==> config.mk <==
export PLATFORM = sky130hd
export DESIGN_NAME = hpm_counter_bank
export DESIGN_NICKNAME = d
export VERILOG_FILES = /design/src/rtl/hpm_counter_bank_pkg.sv /design/src/rtl/hpm_counter_bank_slice.sv /design/src/rtl/hpm_counter_bank.sv
export SDC_FILE = /design/constraint.sdc
export NUM_CORES = 1
export LEC_CHECK = 0
export CAP_MARGIN = 20
export CORE_MARGIN = 5
export CORE_UTILIZATION = 30
export CTS_CLUSTER_SIZE = 12
export DETAILED_ROUTE_END_ITERATION = 6
export GPL_TIMING_DRIVEN = 0
export PLACE_DENSITY = 0.54
export SLEW_MARGIN = 25
export SYNTH_ARGS = -nofsm -noshare
export SYNTH_HDL_FRONTEND = slang
export SYNTH_HIERARCHICAL = 1
export SYNTH_SLANG_ARGS = --single-unit
==> constraint.sdc <==
create_clock -name clk -period 5.2 [get_ports clk]
set_input_delay 1.56 -clock clk [delete_from_list [all_inputs] [get_ports clk]]
set_output_delay 1.56 -clock clk [all_outputs]
set_load 0.05 [all_outputs]
Signal wires by layer:
Scale: 1 px per um.
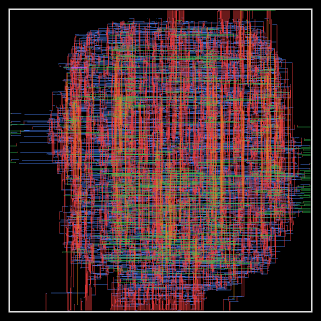
metal 5 -> purple  # wire length 13.8 um
metal 1 -> blue  # wire length 52.9 mm
metal 2 -> red  # wire length 58.1 mm
metal 4 -> orange  # wire length 5880 um
metal 3 -> green  # wire length 11500 um
Overall Global Routing Usage: 0.273
WL/cell: 26.9 um
via count of the routed design: 26600
post-detailed-routing wire length: 128000 um

Clock network drawn from the DEF:
Scale: 1 px per um.
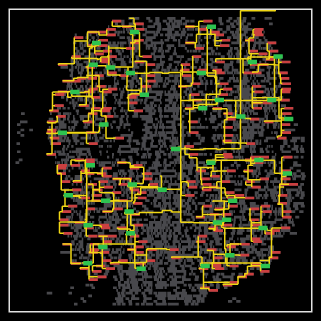
clock wires -> yellow  # length 5310 um
flip-flops -> red  # count 293
clock drivers -> green  # count 40
routed clock nets = 41
maximum clock skew at final layout: 17.5 ps
share of power burned in the clock network: 0.437
Insertion Delay late pin: 590 ps
power in the clock group: 2930 uW

==> impl_metrics.json <==
{
  "rsz0062_at_grt": "yes",
  "global_route_wire_length_before_repair_um": 183000,
  "yosys.area_share.xor_xnor": 0.0828,
  "pwr_density_cell_nw_per_um2": 193,
  "fin_setup_tns_ps": -4500,
  "crit_path_max_fanout": 5,
  "most-common-layout-cells": "sky130_fd_sc_hd__nand2_1 (373), sky130_fd_sc_hd__buf_4 (306), sky130_fd_sc_hd__dfrtp_1 (293), sky130_fd_sc_hd__conb_1 (224), sky130_fd_sc_hd__xnor2_1 (212)",
  "synthAoiAreaFrac": 0.187,
  "cells_traversed_along_the_worst_timing_path": "buf_12 > a2111oi_4 > nor3_4 > buf_6 > buf_8 > buf_12 > mux2i_2 > o211ai_1 > o221a_1 > buf_6",
  "r2r_cells": 6,
  "ff2ff_setup_slack_ps": 1990,
  "area_of_the_placeable_core_sq_um": 83800,
  "buffer_ports.inserted": 220,
  "synth.area.top_cells": "sky130_fd_sc_hd__dfrtp_1 (29%), sky130_fd_sc_hd__xnor2_1 (7.3%), sky130_fd_sc_hd__buf_4 (7.3%), sky130_fd_sc_hd__nand2_1 (5.6%), sky130_fd_sc_hd__o21ai_0 (4.0%)",
  "placed_cells_incl_taps": 4637,
  "flip_flop_count_of_the_largest_register_after_layout": 256,
  "final_min_period_over_clock_period": 1.05,
  "seq_area_frac_synth": 0.289,
  "synth_top_cell_by_area": "sky130_fd_sc_hd__dfrtp_1",
  "synthArstFlopShare": 1.00,
  "outcome": "complete, but fails checks",
  "post-route-util": 0.414,
  "first_iter_violations": 2631,
  "final_cells": 4778,
  "simple_gate_share": 0.247,
  "min_period_ps": 5440,
  "timing.slew.headroom": 0.309,
  "post_synth_most_frequent_cells": "sky130_fd_sc_hd__nand2_1 (376), sky130_fd_sc_hd__dfrtp_1 (293), sky130_fd_sc_hd__buf_4 (246), sky130_fd_sc_hd__xnor2_1 (212), sky130_fd_sc_hd__o21ai_0 (204)",
  "synth_adder_area_share": 0.00197,
  "post_synthesis_cell_count": 3059,
  "cts-hold-fix-buffers": 0,
  "critPathTopFamily": "AND-OR/OR-AND gates",
  "cts_root_buffer": "sky130_fd_sc_hd__clkbuf_16",
  "fin_ws_ps": -243,
  "clock_tree.htree_level_count": 2,
  "worst-slew-pin-transition_ps": 1030,
  "finalSetupViolCount": 46,
  "netlist_area_sq_um": 25400,
  "filler_cell_count": 8487,
  "drt.antenna.violating_nets": 0,
  "chip_area_sq_um": 90500,
  "floorplan.die.height_um": 301,
  "log.warning_count": 29,
  "ctsLongestPathBuffers": 3,
  "max-cap-violations": 0,
  "criticalPathCategory": "input port to primary output",
  "yosysTopAreaCellShare": 0.289,
  "violations_in_the_final_reports": "negative setup slack",
  "topCombFamilyByArea": "simple AND/OR/NAND/NOR gates",
  "synthFlopType": "sky130_fd_sc_hd__dfrtp_1",
  "min_path_type": "flop to flop",
  "grt_overflow_total": 0,
  "post_route_cells_drive_above_1_share": 0.283,
  "syn_avg_cell_area_sq_um": 8.30,
  "yosys_cells": 3059,
  "cp_data_arrival_time_ps": 3880,
  "highest_delay_cell_along_the_critical_path": "sky130_fd_sc_hd__o211ai_1",
  "first_pass_iters": 6,
  "hold_violations": 0
}
-- area by class of cell --
type,count,area [sq um],area share
plain buffers,485,3470,0.100
flip-flops and latches,293,7330,0.211
inverters,49,184,0.00530
clock buffers,58,1160,0.0334
multi-input cells,2444,17800,0.513
repair buffers,297,3160,0.0909
clock inverters,16,194,0.00559
well taps,1134,1420,0.0409
diodes,2,5.00,0.000144
-- per-stage QoR --
stage / total power, uW / setup slack, ps / instance area, sq um
CTS: 6670 / -179 / 33900
floorplan: 3150 / -288 / 26400
detailed placement: 3660 / -2120 / 30200
global route: 6930 / -250 / 34700
global placement: 3640 / -11610 / 30000
finish: 6700 / -243 / 34700
-- worst register-to-register path, cell delays in order (launching register included) --
cell and delay (ps):
sky130_fd_sc_hd__dfrtp_1 440, sky130_fd_sc_hd__nand4_1 310, sky130_fd_sc_hd__nor4_2 880, sky130_fd_sc_hd__nand4_1 620
sky130_fd_sc_hd__nor4_1 470, sky130_fd_sc_hd__xor2_1 110, sky130_fd_sc_hd__mux2_2 270
-- metal layers --
layer,up-vias,routed length (um),share of wire,GRT usage
li1,12100,-,-,-
met1,13000,52900,0.41,0.368
met2,1306,58100,0.45,0.433
met3,241,11500,0.089,0.0501
met4,2,5880,0.046,0.114
met5,-,13,0.00010,0
-- repair_timing --
item	in CTS	in global routing
endpoints found under the setup margin	312	96
gates cloned	5	1
pin swaps	77	95
resized	902	171
buffers inserted	55	15
-- report_power, final --
| part | internal [uW] | switching (uW) |
|---|---|---|
| clock network | 1750 | 1180 |
| logic | 528 | 640 |
| registers | 2390 | 214 |
| total | 4670 | 2030 |
No activity file was given, so power comes from the tool's default toggle rates.
